$ cat config.mk
export PLATFORM = sky130hd
export DESIGN_NAME = pipe_skid_reg_flat
export DESIGN_NICKNAME = d
export VERILOG_FILES = /design/src/rtl/pipe_skid_reg_if.sv /design/src/rtl/pipe_skid_reg.sv /design/src/flat_wrapper.sv
export SDC_FILE = /design/constraint.sdc
export NUM_CORES = 1
export LEC_CHECK = 0
export CAP_MARGIN = 20
export CORE_ASPECT_RATIO = 1.5
export CORE_MARGIN = 2
export CORE_UTILIZATION = 46
export CTS_CLUSTER_DIAMETER = 200
export CTS_CLUSTER_SIZE = 30
export DETAILED_ROUTE_END_ITERATION = 12
export PLACE_DENSITY = 0.76
export SKIP_LAST_GASP = 1
export SYNTH_ARGS = -nofsm -noshare
export SYNTH_HDL_FRONTEND = slang
export SYNTH_SLANG_ARGS = --single-unit
$ cat constraint.sdc
create_clock -name clk -period 1.7 [get_ports clk]
set_input_delay 0.425 -clock clk [delete_from_list [all_inputs] [get_ports clk]]
set_output_delay 0.425 -clock clk [all_outputs]
set_load 0.01 [all_outputs]
$ cat src/rtl/pipe_skid_reg_if.sv
// Valid/ready payload channel between pipeline stages.
// The master drives valid and data, and the slave drives ready.
interface pipe_skid_reg_if #(
  parameter int DATA_W = 113
);
  logic              valid;
  logic [DATA_W-1:0] data;
  logic              ready;

  modport master (output valid, output data, input ready);
  modport slave  (input valid, input data, output ready);
endinterface

$ cat src/rtl/pipe_skid_reg.sv
// Pipeline stage register with a 2-entry skid buffer. Its ready output is registered, and it presents a NOP bubble when empty.
// Optional stall counter: define PIPE_SKID_STATS_EN.
//
// state    | meaning
// ST_EMPTY | no entry held, out_data = BUBBLE
// ST_ONE   | main holds the oldest entry
// ST_TWO   | main and skid both full, in_ready = 0
module pipe_skid_reg #(
  parameter int              DATA_W = 113,
  parameter logic [DATA_W-1:0] BUBBLE = {DATA_W{1'b0}}
) (
  input  logic                   clk,
  input  logic                   rst,
  input  logic                   flush,
  pipe_skid_reg_if.slave         up,
  pipe_skid_reg_if.master        dn,
  output logic [1:0]             occupancy
`ifdef PIPE_SKID_STATS_EN
  ,
  output logic [31:0]            stall_cnt
`endif
);

  // The state encoding equals the entry count, so occupancy falls straight out of it.
  localparam logic [1:0] ST_EMPTY = 2'd0;
  localparam logic [1:0] ST_ONE   = 2'd1;
  localparam logic [1:0] ST_TWO   = 2'd2;

  logic [1:0]        state_q, state_d;
  logic [DATA_W-1:0] main_q, main_d;
  logic [DATA_W-1:0] skid_q, skid_d;
  logic              in_ready_q;
  logic              out_valid_q;
  logic [1:0]        occ_q;
  logic              in_acc;
  logic              out_acc;

  assign in_acc  = up.valid & in_ready_q;
  assign out_acc = out_valid_q & dn.ready;

  always_comb begin
    state_d = state_q;
    main_d  = main_q;
    skid_d  = skid_q;
    if (flush) begin
      state_d = ST_EMPTY;
      main_d  = BUBBLE;
      skid_d  = BUBBLE;
    end else begin
      case (state_q)
        ST_EMPTY: begin
          if (in_acc) begin
            main_d  = up.data;
            state_d = ST_ONE;
          end
        end
        ST_ONE: begin
          case ({in_acc, out_acc})
            2'b11: main_d = up.data;
            2'b10: begin
              skid_d  = up.data;
              state_d = ST_TWO;
            end
            2'b01: begin
              main_d  = BUBBLE;
              state_d = ST_EMPTY;
            end
            default: ;
          endcase
        end
        ST_TWO: begin
          if (out_acc) begin
            main_d  = skid_q;
            skid_d  = BUBBLE;
            state_d = ST_ONE;
          end
        end
        default: begin
          state_d = ST_EMPTY;
          main_d  = BUBBLE;
          skid_d  = BUBBLE;
        end
      endcase
    end
  end

  always_ff @(posedge clk or negedge rst) begin
    if (!rst) begin
      state_q     <= ST_EMPTY;
      main_q      <= BUBBLE;
      skid_q      <= BUBBLE;
      in_ready_q  <= 1'b1;
      out_valid_q <= 1'b0;
      occ_q       <= 2'd0;
    end else begin
      state_q     <= state_d;
      main_q      <= main_d;
      skid_q      <= skid_d;
      in_ready_q  <= (state_d != ST_TWO);
      out_valid_q <= (state_d != ST_EMPTY);
      occ_q       <= state_d;
    end
  end

  assign up.ready  = in_ready_q;
  assign dn.valid  = out_valid_q;
  assign dn.data   = main_q;
  assign occupancy = occ_q;

`ifdef PIPE_SKID_STATS_EN
  // Counts downstream backpressure cycles and saturates at the maximum. A flush does not clear it.
  always_ff @(posedge clk or negedge rst) begin
    if (!rst) begin
      stall_cnt <= 32'd0;
    end else if (out_valid_q && !dn.ready && (stall_cnt != 32'hFFFF_FFFF)) begin
      stall_cnt <= stall_cnt + 32'd1;
    end
  end
`endif

endmodule
$ cat src/flat_wrapper.sv
// flat-port wrapper written by rule: the top's interface ports become plain ports
module pipe_skid_reg_flat 
#(
  parameter int              DATA_W = 113,
  parameter logic [DATA_W-1:0] BUBBLE = {DATA_W{1'b0}}
)
  (clk, rst, flush, occupancy, up_valid, up_data, up_ready, dn_valid, dn_data, dn_ready);
  pipe_skid_reg_if #(.DATA_W(DATA_W)) up_i ();
  pipe_skid_reg_if #(.DATA_W(DATA_W)) dn_i ();
  input  logic clk;
  input  logic rst;
  input  logic flush;
  output logic [1:0] occupancy;
  input wire logic [$bits(up_i.valid)-1:0] up_valid;
  input wire logic [$bits(up_i.data)-1:0] up_data;
  output wire logic [$bits(up_i.ready)-1:0] up_ready;
  output wire logic [$bits(dn_i.valid)-1:0] dn_valid;
  output wire logic [$bits(dn_i.data)-1:0] dn_data;
  input wire logic [$bits(dn_i.ready)-1:0] dn_ready;
  assign up_i.valid = up_valid;
  assign up_i.data = up_data;
  assign up_ready = up_i.ready;
  assign dn_valid = dn_i.valid;
  assign dn_data = dn_i.data;
  assign dn_i.ready = dn_ready;
  pipe_skid_reg #(.DATA_W(DATA_W), .BUBBLE(BUBBLE)) u_core (.clk(clk), .rst(rst), .flush(flush), .up(up_i), .dn(dn_i), .occupancy(occupancy));
endmodule
### Supply network, run 1

Pins as bars on the die edge.
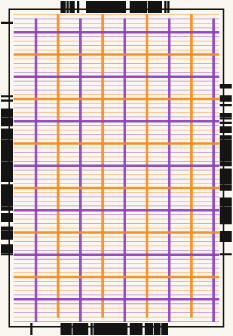
VSS: marked purple. VDD: marked orange.
The core has 69 rows. 235 signal pins sit on the boundary. 70 met1 rails follow the rows.

### Placement by cell class, run 1

Bar = 50 µm.
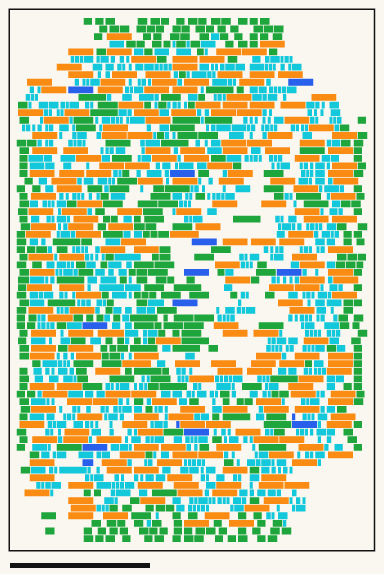
clock drivers and dummy loads: marked blue, cells 14. all other logic: marked cyan, cells 821. other buffers and delay cells: marked green, cells 385. flip-flops: marked orange, cells 230.

==> results.toml, run 1 <==
# synthesis and place-and-route metrics
[finish]
largest_class = "sequential cells"
fin_cells = 1772
clk_share = 0.01821
flops = 230
inv_count = 4

[global_routing]
grt_use_met3 = 0.03918
grt-busiest-layer = "met2"
met2_usage = 0.4750
grt.total_usage = 0.2783

[clock_tree]
hold_buffers = 1
path_clk_slew_ns = 0.12
clock_path_buffers = 3
clock_sinks = 230
cts_setup_buffers = 43

[floorplanning]
design.core.area_um2 = 23570
die-area_um2 = 25120
dieWidth_um = 130.1

[routing]
met1_length_um = 14120
vias = 10120

[final_timing]
setup_ws_ns = -0.3127
drv_slew = 0
setup_viol = 228

[yosys]
syn-num-nets = 1271
ys_cells = 1151

[critical_path]
critPathArrivalTime_ns = 2.41
critPathMostFrequentCell = "buf_6"
r2r_end = "u_core.dn.data[9]$_DFFE_PN0P_"
critPathMaxStageDelay_ns = 0.58
r2r-start = "u_core.up.ready$_DFF_PN1_"

[outcome]
run_status = "complete, but fails checks"
violations = "setup timing"

[power]
p_total_mw = 13.50

[placement]
dpl_cell_area_um2 = 14370
### Clock network drawn from the DEF, run 1

Bar = 50 µm.
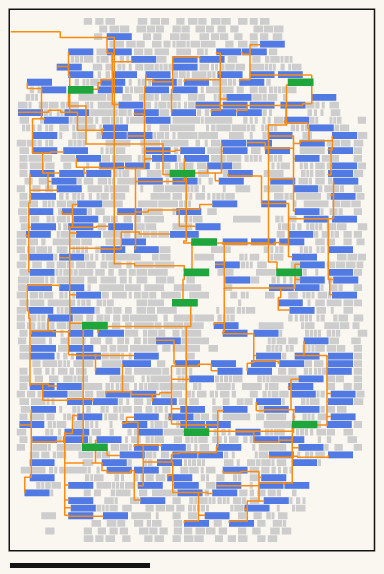
clock wires: marked orange, length 2540 µm. cells driving clock nets: marked green, count 11. flip-flops: marked blue, count 230.
Position of the flops: spread over the die. There are 12 routed clock nets.

## run 1: where the power goes
group	switching, mW	internal, mW	total, mW
Clock	1.73	1.21	2.95
Combinational	2.08	2.11	4.19
Sequential	0.372	5.99	6.36
Total	4.19	9.31	13.5
## run 1: cells in the final DEF, fill, tap and decap left out, types with 40 or more instances in the layout
master and count:
a21oi_1 113, buf_12 43, buf_4 53, clkdlybuf4s50_1 116, dfrtp_1 227, dlygate4sd2_1 114
mux2i_1 112, nand2_1 224, nor2_1 113, o21ai_0 71, o21ai_1 40, o2bb2ai_1 72
o2bb2ai_2 40
## run 1: cell usage after synthesis
library cell,instances,area share
dfrtp_1,229,0.52
nand2_1,228,0.078
a21oi_1,116,0.053
nor2_1,113,0.039
o2bb2ai_1,113,0.090
mux2i_1,112,0.10
o21ai_0,108,0.049
buf_2,42,0.019
clkbuf_1,41,0.014
buf_4,13,0.0089
o21ai_1,8,0.0037
buf_1,4,0.0014
inv_1,4,0.0014
a22oi_1,2,0.0014
and2b_1,2,0.0014
ha_1,2,0.0023
nor2b_1,2,0.0011
nor3_1,2,0.00091
a21o_1,1,0.00068
a21oi_4,1,0.0015
a221oi_4,1,0.0024
a31o_2,1,0.00080
a31oi_1,1,0.00057
dfstp_2,1,0.0024
nand2_2,1,0.00057
nand3_1,1,0.00046
nand3b_1,1,0.00068
or2_1,1,0.00057
## run 1: registers in the layout (all words and copies together), names as in the netlist
name	count
u_core.up.ready	1
u_core.dn.valid	1
u_core.skid_q	113
u_core.state_q	2
u_core.dn.data	113
## run 1: cells by family after synthesis
kind of cell	count (synthesis)	synth area share
AND-OR/OR-AND	352	0.2034
buffers and inverters	104	0.04483
AND/OR/NAND/NOR	351	0.1224
multiplexers	112	0.1022
adder cells (fa/ha/maj)	2	0.002281
flip-flops	230	0.5249
==> run 1 -> run 2 <==
Settings changed: SLEW_MARGIN from default to 40.
### Placement by cell class, run 2

Bar = 50 µm.
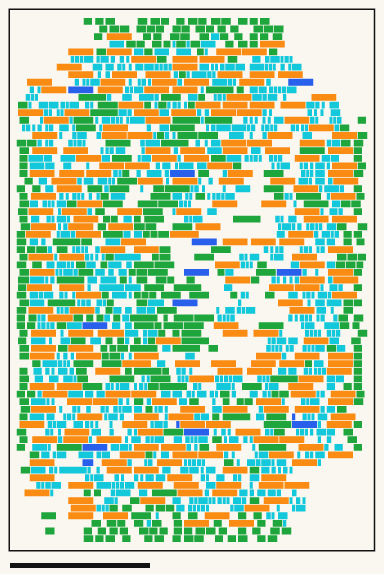
clock drivers and dummy loads: marked blue, cells 14. other buffers and delay cells: marked green, cells 385. all other logic: marked cyan, cells 821. flip-flops: marked orange, cells 230.

==> run 2 against run 1 <==
Effect of this change: the flow still finishes with violations (setup timing); fmax did not move; highest routed layer unchanged; cell count did not move; combinational power about the same; global-route usage is the same; sequential share of layout area did not move.
==> results.toml, run 2 <==
# synthesis and place-and-route metrics
[final_timing]
setup_viol = 228
setup_ws_ns = -0.3127
drv_slew = 0

[outcome]
run_status = "complete, but fails checks"
violations = "setup timing"

[floorplanning]
die-area_um2 = 25120

[critical_path]
r2r_end = "u_core.dn.data[9]$_DFFE_PN0P_"
critPathMaxStageDelay_ns = 0.58
critPathMostFrequentCell = "buf_6"

[clock_tree]
cts_setup_buffers = 43
path_clk_slew_ns = 0.12
hold_buffers = 1
clock_sinks = 230
clock_path_buffers = 3

[yosys]
topCombFamilyByArea = "AND-OR/OR-AND gates"
async_reset_ff_frac = 1.000
mux_share = 0.1022
yosys.area_share.simple = 0.1224
synth-xor-area-share = 0
ys_cells = 1151
yosys.cell_count.top_type = "dfrtp_1"
syn-num-nets = 1271
adder_share = 0.002282
synthTopCellsByCount = "229 x dfrtp_1, 228 x nand2_1, 116 x a21oi_1"

[global_routing]
grt-busiest-layer = "met2"
grt.total_usage = 0.2783

[finish]
final_layout_top_logic_cells = "227 x dfrtp_1, 224 x nand2_1, 116 x clkdlybuf4s50_1, 114 x dlygate4sd2_1"
fin_cells = 1772

[routing]
vias = 10120
### Supply network, run 2

Pins as bars on the die edge.
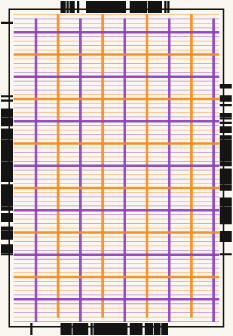
Die Y: 193.1 µm
Core Region: 23570 µm²
width of the chip: 130.1 µm
maximum vdd ir drop: 0.0006307 V

run 2: cell counts after synthesis:
No cell type changed its count.
run 2: final cells by class:
| cell class | instances | area, µm² | share of cell area |
|---|---|---|---|
| Clock inverter | 1 | 11.26 | 0.0006973 |
| Multi-Input combinational cell | 817 | 5094 | 0.3154 |
| Antenna cell | 3 | 7.507 | 0.0004649 |
| Tap cell | 319 | 399.1 | 0.02472 |
| Clock buffer | 13 | 282.8 | 0.01751 |
| Sequential cell | 230 | 5764 | 0.3569 |
| Timing Repair Buffer | 385 | 4573 | 0.2832 |
| Inverter | 4 | 17.52 | 0.001085 |
run 2: power breakdown:
part           switching, mW  internal [mW]  total, mW
clock                   1.73           1.21       2.95
sequential             0.372           5.99       6.36
combinational           2.08           2.11       4.19
total                   4.19           9.31       13.5
run 2: worst max-delay path, delay by kind of cell (launching register included):
family / cells / cell delay [ns]
buffers and inverters: 6 / 0.76
flip-flops: 1 / 0.58
AND-OR/OR-AND: 3 / 0.56
AND/OR/NAND/NOR: 1 / 0.05
run 2: how the worst max path moves through the flow:
| stage | startpoint | endpoint | slack [ns] |
|---|---|---|---|
| after floorplan | u_core.dn.valid$_DFF_PN0_ | u_core.dn.data[101]$_DFFE_PN0P_ | -0.07 |
| after detailed placement | up_valid | u_core.dn.data[105]$_DFFE_PN0P_ | -0.71 |
| after global routing | u_core.dn.valid$_DFF_PN0_ | u_core.dn.data[28]$_DFFE_PN0P_ | -0.37 |
| final | u_core.up.ready$_DFF_PN1_ | u_core.dn.data[9]$_DFFE_PN0P_ | -0.31 |
| after global placement | up_valid | u_core.dn.data[104]$_DFFE_PN0P_ | -0.62 |
| after CTS | u_core.up.ready$_DFF_PN1_ | u_core.dn.data[24]$_DFFE_PN0P_ | -0.22 |
==> run 2 -> run 3 <==
Settings changed: CORE_UTILIZATION 46 to 51, PLACE_DENSITY 0.76 to 0.8.
Clock period 1.7 ns to 1.9 ns, I/O delays scaled along.
### Clock nets, run 3

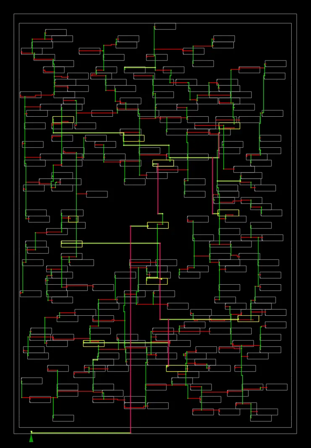
Sinks on Clock Net: 230
clock buf count: 11
clock distribution power: 2.62 mW

==> run 3 against run 2 <==
Effect of this change: the flow still finishes with violations (setup timing); worst hold slack better by 0.052 ns; power fell by 13%; register-to-register slack gained 0.26 ns; non-clock buffer count decreased by 47; largest cell class unchanged; die size decreased by 9.6%; critical path type unchanged; combinational power down 18%; wire length decreased by 7.7%.
==> results.toml, run 3 <==
# synthesis and place-and-route metrics
[yosys]
synthTopCellsByCount = "229 x dfrtp_1, 228 x nand2_1, 116 x a21oi_1"
syn_inst = 1151
ys_cells = 1151
edf_count = 0
syn_area_um2 = 10970
synth_top_area_share = 0.5225
yosys.cell_count.top_type = "dfrtp_1"
top_area_cell = "dfrtp_1"
flop_cell = "dfrtp_1"
synthTopCellsByArea = "dfrtp_1 52%, mux2i_1 10%, o2bb2ai_1 9.0%, nand2_1 7.8%, a21oi_1 5.3%"
async_reset_ff_frac = 1.000
syn-num-nets = 1271

[placement]
dp_hpwl_um = 20210
dpl_cell_area_um2 = 14120

[finish]
ff_latch_area_um2 = 5764
layout_top_cell = "dfrtp_1"
final_layout_top_logic_cells = "227 x dfrtp_1, 226 x nand2_1, 138 x clkdlybuf4s50_1, 113 x nor2_1"
antennaDiodeCount = 0
drive_gt1_frac = 0.1399
logic_area_um2 = 5177
fin_cells = 1669

[critical_path]
startpoint = "u_core.state_q[0]$_DFF_PN0_"
crit_fanout = 8
crit_path_end = "u_core.dn.data[78]$_DFFE_PN0P_"
r2r_end = "u_core.dn.data[78]$_DFFE_PN0P_"
r2r-start = "u_core.state_q[0]$_DFF_PN0_"
rrSetupSlack_ns = -0.05
critPathArrivalTime_ns = 2.35

[floorplanning]
dieWidth_um = 123.7
design.core.area_um2 = 21060
die-area_um2 = 22720
die-height_um = 183.6

[routing]
viasPerCell = 5.923
vias = 9885
drc = 0

[clock_tree]
cts_buffers = 11
path_clk_slew_ns = 0.12
clock_path_buffers = 3

[outcome]
run_status = "complete, but fails checks"
violations = "setup timing"

[final_timing]
setup_viol = 55
setup_ws_ns = -0.05371
drv_slew = 0
hold_ws_ns = 0.4910

[power]
p_total_mw = 11.78
power_density_nw_per_um2 = 758.8
vdd_drop_max_v = 0.0007154

[global_routing]
grt.total_usage = 0.2661
### Placement by cell class, run 3

Bar = 20 µm.
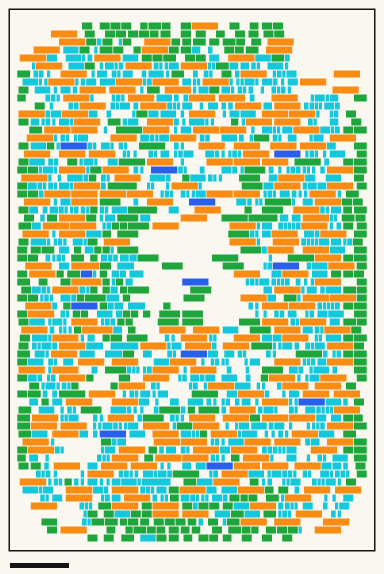
FP Rows: 65
cell area after layout: 15530 µm²
Util after Layout: 0.7371
Seq area share: 0.3713

==> run 3: cell count changes in the layout (fill, tap and decap cells not counted), moves of 11 or more <==
cell,delta
o21ai_1,-32
clkdlybuf4s50_1,+22
buf_12,-11
dlygate4sd2_1,-81
dlymetal6s2s_1,+60
o2bb2ai_2,+21
o2bb2ai_1,-21
buf_16,-18
buf_6,-15
o21ai_0,+36
==> run 3: layer usage <==
layer | GRT usage | vias up | wire length [µm]
li1 | - | 4480 | -
met1 | 0.3228 | 4887 | 12910
met2 | 0.4765 | 423 | 17300
met3 | 0.02761 | 95 | 1701
met4 | 0.1073 | 0 | 1560
met5 | 0 | - | 0
==> run 3: area by class of cell <==
class	instances	area share
timing repair buffer	338	0.2543
clock inverter	1	0.0007253
multi-input combinational	817	0.3335
sequential	230	0.3713
inverter	4	0.0009670
clock buffer	11	0.01773
tap	268	0.02160
==> run 3: critical path, stage by stage, from the launching register on <==
cell and delay [ns]:
dfrtp_4 0.49, buf_6 0.14, and2b_2 0.26, nand2_2 0.09
a221oi_4 0.27, buf_6 0.17, buf_12 0.16, clkbuf_16 0.17
o2bb2ai_1 0.13
==> run 3: report_power, final <==
| part | leakage, nW | internal (mW) | switching [mW] |
|---|---|---|---|
| clock network | 0.142 | 1.07 | 1.55 |
| registers | 3.09 | 5.36 | 0.350 |
| logic | 4.04 | 1.71 | 1.73 |
==> run 3: logic make-up after synthesis <==
group,synth area share
buffers and inverters,0.04483
flip-flops,0.5249
AND/OR/NAND/NOR,0.1224
multiplexers,0.1022
AND-OR/OR-AND,0.2034
adder cells (fa/ha/maj),0.002281
==> run 3: repair_timing <==
action                                 CTS  global route
setup endpoints to repair               35           195
buffers inserted                         4            16
cloned                                   0            15
pin swaps                                0             4
hold buffers                             1             0
endpoints found under the hold margin   44             0
resized                                 36           153

==> notes/layouts.md <==
Pictures saved along the way, in no particular order.

Metal layers overlaid.
Only two layers are drawn.
picture 1
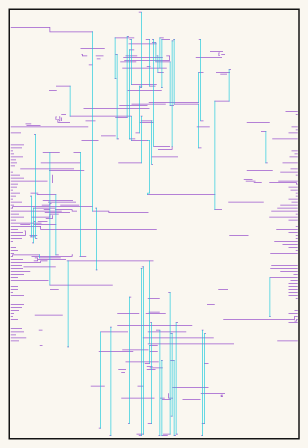
picture 2
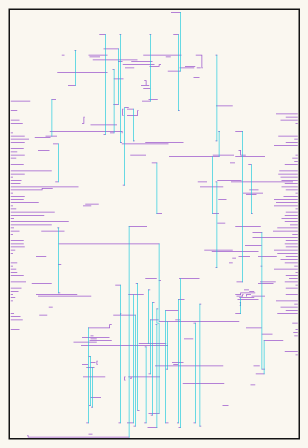
picture 1 -> run 1
picture 2 -> run 3

Power is estimated from default activity; no workload was simulated.
